`src/rtl/wb_port_arbiter.sv`:
```
// wb_port_arbiter: shares the single register-file write port between the
// in-order pipeline writeback stage and a long-latency unit (LU).
// The pipeline has priority. LU results wait in a small FIFO and drain into
// idle write-port cycles. An aging counter bounds how long a live head entry
// can starve: once it expires, the head is forced out and the pipeline
// writeback is stalled for one cycle.
// Optional feature: define WB_ARB_BYPASS_EN to write an LU result straight to
// the register file when the buffer is empty and the pipeline is idle.
module wb_port_arbiter #(
  parameter int DW       = 18,
  parameter int AW       = 4,
  parameter int DEPTH    = 2,
  parameter int MAX_WAIT = 4
) (
  input  logic          clk,
  input  logic          rst,
  input  logic          RegWriteW,
  input  logic [AW-1:0] RdW,
  input  logic [DW-1:0] ResultW,
  input  logic          lu_valid,
  input  logic [AW-1:0] lu_rd,
  input  logic [DW-1:0] lu_data,
  output logic          lu_ready,
  output logic          stall_o,
  output logic          rf_we,
  output logic [AW-1:0] rf_addr,
  output logic [DW-1:0] rf_wd,
  output logic          lu_pending
);

  localparam int PW  = $clog2(DEPTH);
  localparam int CW  = $clog2(DEPTH + 1);
  localparam int AGW = $clog2(MAX_WAIT + 1);
  localparam logic [CW-1:0]  DepthC   = CW'(DEPTH);
  localparam logic [AGW-1:0] MaxWaitC = AGW'(MAX_WAIT);

  // Buffer storage: live bits are state, rd/data are plain payload.
  logic [DEPTH-1:0] liveQ, liveNext;
  logic [AW-1:0]    rdMem   [DEPTH];
  logic [DW-1:0]    dataMem [DEPTH];
  logic [PW-1:0]    headPtr, tailPtr;
  logic [CW-1:0]    count;
  logic [AGW-1:0]   age;

  logic nonEmpty, headLive, forceDrain, canAccept, bypass;
  logic pipeWrite, headWrite, doPop, doEnq;

  assign nonEmpty   = (count != '0);
  assign headLive   = nonEmpty && liveQ[headPtr];
  assign forceDrain = headLive && (age >= MaxWaitC);
  // Space is judged from registered state only; a same-cycle pop frees nothing.
  assign canAccept  = (count < DepthC);

`ifdef WB_ARB_BYPASS_EN
  // Empty buffer and idle pipeline: the LU result goes straight to the port.
  assign bypass = !nonEmpty && !RegWriteW && lu_valid;
`else
  assign bypass = 1'b0;
`endif

  // Pipeline wins unless the head has aged out. Any cycle the pipeline does not
  // write pops the head, writing it only if it is still live.
  assign pipeWrite = RegWriteW && !forceDrain;
  assign headWrite = !pipeWrite && !bypass && headLive;
  assign doPop     = !pipeWrite && nonEmpty;
  assign doEnq     = lu_valid && canAccept && !bypass;

  // Next live bits: WAW kill first, then pop, then the (younger) enqueue.
  always_comb begin
    // NOTE: every always_comb output gets a default first so no path can infer a latch.
    liveNext = liveQ;
    for (int i = 0; i < DEPTH; i++) begin
      if (pipeWrite && (rdMem[i] == RdW)) liveNext[i] = 1'b0;
    end
    if (doPop) liveNext[headPtr] = 1'b0;
    if (doEnq) liveNext[tailPtr] = 1'b1;
  end

  // Control state: live bits, pointers, occupancy and head age.
  always_ff @(posedge clk or posedge rst) begin
    if (rst) begin
      liveQ   <= '0;
      headPtr <= '0;
      tailPtr <= '0;
      count   <= '0;
      age     <= '0;
    end else begin
      // NOTE: sequential state uses non-blocking assignments so every register samples pre-edge values.
      liveQ <= liveNext;
      if (doPop) headPtr <= headPtr + PW'(1);
      if (doEnq) tailPtr <= tailPtr + PW'(1);
      case ({doEnq, doPop})
        2'b10:   count <= count + CW'(1);
        2'b01:   count <= count - CW'(1);
        default: count <= count;
      endcase
      if (doPop || !nonEmpty) age <= '0;
      else if (age < MaxWaitC) age <= age + AGW'(1);
    end
  end

  // Payload capture on enqueue.
  always_ff @(posedge clk) begin
    // NOTE: payload RAM is not reset; the live bits alone decide whether a slot matters.
    if (doEnq) begin
      rdMem[tailPtr]   <= lu_rd;
      dataMem[tailPtr] <= lu_data;
    end
  end

  // Write-port mux and status outputs, all forced quiet while in reset.
  always_comb begin
    lu_ready   = 1'b0;
    stall_o    = 1'b0;
    rf_we      = 1'b0;
    rf_addr    = '0;
    rf_wd      = '0;
    lu_pending = 1'b0;
    if (!rst) begin
      lu_ready   = canAccept;
      stall_o    = forceDrain && RegWriteW;
      // Free slots always hold live=0 (cleared on pop), so OR-ing all bits is exact.
      lu_pending = |liveQ;
      if (pipeWrite) begin
        rf_we   = 1'b1;
        rf_addr = RdW;
        rf_wd   = ResultW;
      end else if (bypass) begin
        rf_we   = 1'b1;
        rf_addr = lu_rd;
        rf_wd   = lu_data;
      end else if (headWrite) begin
        rf_we   = 1'b1;
        rf_addr = rdMem[headPtr];
        rf_wd   = dataMem[headPtr];
      end
    end
  end

endmodule

```
`config.mk`:
```
export PLATFORM = sky130hd
export DESIGN_NAME = wb_port_arbiter
export DESIGN_NICKNAME = d
export VERILOG_FILES = /design/src/rtl/wb_port_arbiter.sv
export SDC_FILE = /design/constraint.sdc
export NUM_CORES = 1
export LEC_CHECK = 0
export ABC_AREA = 1
export CAP_MARGIN = 20
export CORE_MARGIN = 3
export CORE_UTILIZATION = 25
export CTS_BUF_LIST = sky130_fd_sc_hd__clkbuf_16
export CTS_CLUSTER_SIZE = 8
export DETAILED_ROUTE_END_ITERATION = 8
export PLACE_DENSITY_LB_ADDON = 0.25
export SYNTH_ARGS = -nofsm -noshare
export SYNTH_HDL_FRONTEND = slang
export SYNTH_SLANG_ARGS = --single-unit
```
`constraint.sdc`:
```
create_clock -name clk -period 2.2 [get_ports clk]
set_input_delay 0.44 -clock clk [delete_from_list [all_inputs] [get_ports clk]]
set_output_delay 0.44 -clock clk [all_outputs]
set_load 0.005 [all_outputs]
```
clock_wires.png
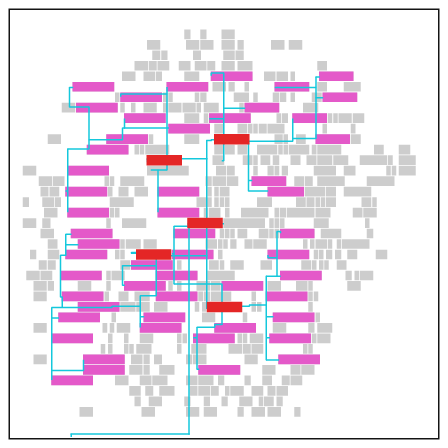
legend:
  clock wires:
    color: cyan
    length: 656 um
  flip-flops:
    color: magenta
    count: 53
  clock-net drivers:
    color: red
    count: 5
routed clock nets: 6
Worst-Skew Late Latency: 0.29 ns
Setup Skew: 0.00208 ns
Clock net power: 0.00101 W
clock power share: 21.2%

class_map.png
Scale bar: 20 um.
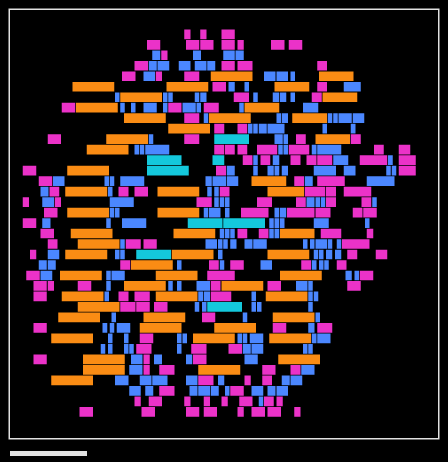
legend:
  remaining buffers and delay cells:
    color: magenta
    cells: 142
  clock drivers and dummy loads:
    color: cyan
    cells: 8
  registers:
    color: orange
    cells: 53
  remaining logic cells:
    color: blue
    cells: 209
fin area: 0.00449 mm2
row count: 37

floorplan.png
Pins as bars on the die edge. Tap cells in gray.
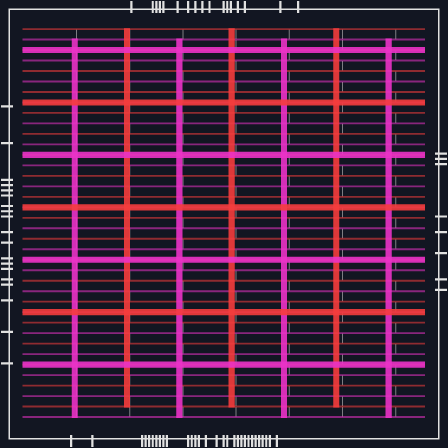
legend:
  VDD:
    color: red
  VSS:
    color: magenta
met5 straps: 7
rows: 37
met4 straps: 7
met1 rails: 38
signal pins: 74
Max VDD drop: 0.000361 V
Die Width: 111 um
Core ar.: 0.0105 mm2
die height: 111 um

==> run summary <==
run metrics: pwr dens=1050 mW/mm2, Post-Synthesis Cell Area=0.00276 mm2, max FFs per register=36, status=finished, violations left, Seq pwr share=30.5%, via count=2354, final setup TNS=-0.0921 ns, setup ws final=-0.0365 ns, antenna viol nets, final=0, Compound Share, Synth=8.26%, CP max FO=4, met3 WL=227 um, Commonest Layout Cell=nand2_1, seq_cells=53, critical path class=reg2out, setup violation total in the final timing report=4, flop2flop setup slack=0.07 ns, # resized after CTS=128, most used cell, CP=buf_6, vias in the first global route=2461, CP max-delay cell=dfrtp_1, Worst slew margin=82.0%, Main logic family=simple AND/OR/NAND/NOR gates, failing checks=setup timing, Pint=0.00314 W, DR vias/cell=4.30, Post-CTS Setup Inserts=37, EDFF count, synth=44, mux share=0.363%, met2 usage=22.8%, Wirelength per Cell=13.9 um, Critical Path End Type=output port, ys flops=53, initial antenna violation count=0, H-tree Lvls=2, clock tree from TritonCTS=done, pre-CTS setup slack=-0.287 ns, Comb power=0.00228 W, Inverters, non-clock=16, highest metal used=met4, Top power group=combinational logic, Switching Share=33.6%, Num CTS Buffers=5, clock sink count=53, Mapped Cells=276, yosys adder share=0.907%, unrepaired setup endpoints after global routing=true, HP Class=in2async, CP Cell Sequence=nor2_4 > buf_4 > a21oi_4 > buf_12 > buf_8 > buf_6 > buf_6 > nand3_4 > a21oi_2 > buf_2, Log Warnings=28, yosys xor share=2.22%, biggest area cells=edfxtp_1, nand2_1, dfrtp_1, fin. max-slew vios=0, Hold WS=0.396 ns
ff_map.png
Other sequential cells in the stronger gray, the rest of the logic in the fainter gray.
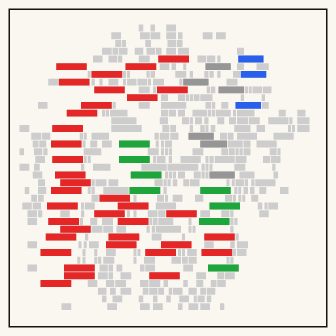
legend:
  age:
    color: blue
    placed_flops: 3
  rdMem:
    color: green
    placed_flops: 8
    where: center
  dataMem:
    color: red
    placed_flops: 36
FF+latch area: 0.00155 mm2
Power Sequential: 0.00145 W
sequential portion of the cell area: 34.4%
Final Util: 42.8%

congestion_map.png
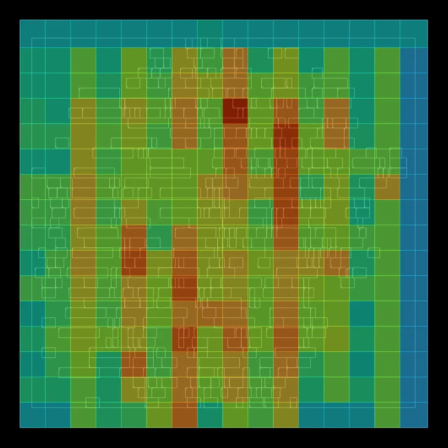
gr busiest metal: met2
grt met3 use: 2.18%

==> final timing paths <==
kind,cells after the start,startpoint,to
min in group clk,2,tailPtr,tailPtr
worst min-delay path,3,rst,liveQ[1]
worst min register to register,2,tailPtr,tailPtr
worst max-delay path,10,count[1],rf_wd[10]
worst max register to register,13,headPtr,count[1]
max in group asynchronous,3,rst,headPtr
==> Yosys cell counts (2+ instances only) <==
cell,n
buf_2,3
edfxtp_1,44
o21ai_0,5
clkbuf_1,6
xor2_1,2
a21oi_2,19
ha_1,2
dfrtp_1,9
a21oi_1,4
nand2_2,21
nand3_1,27
nand2_4,3
buf_6,3
xnor2_1,5
buf_12,2
nor2_1,11
nand2_1,90
inv_1,13
Power is estimated from default activity; no workload was simulated.
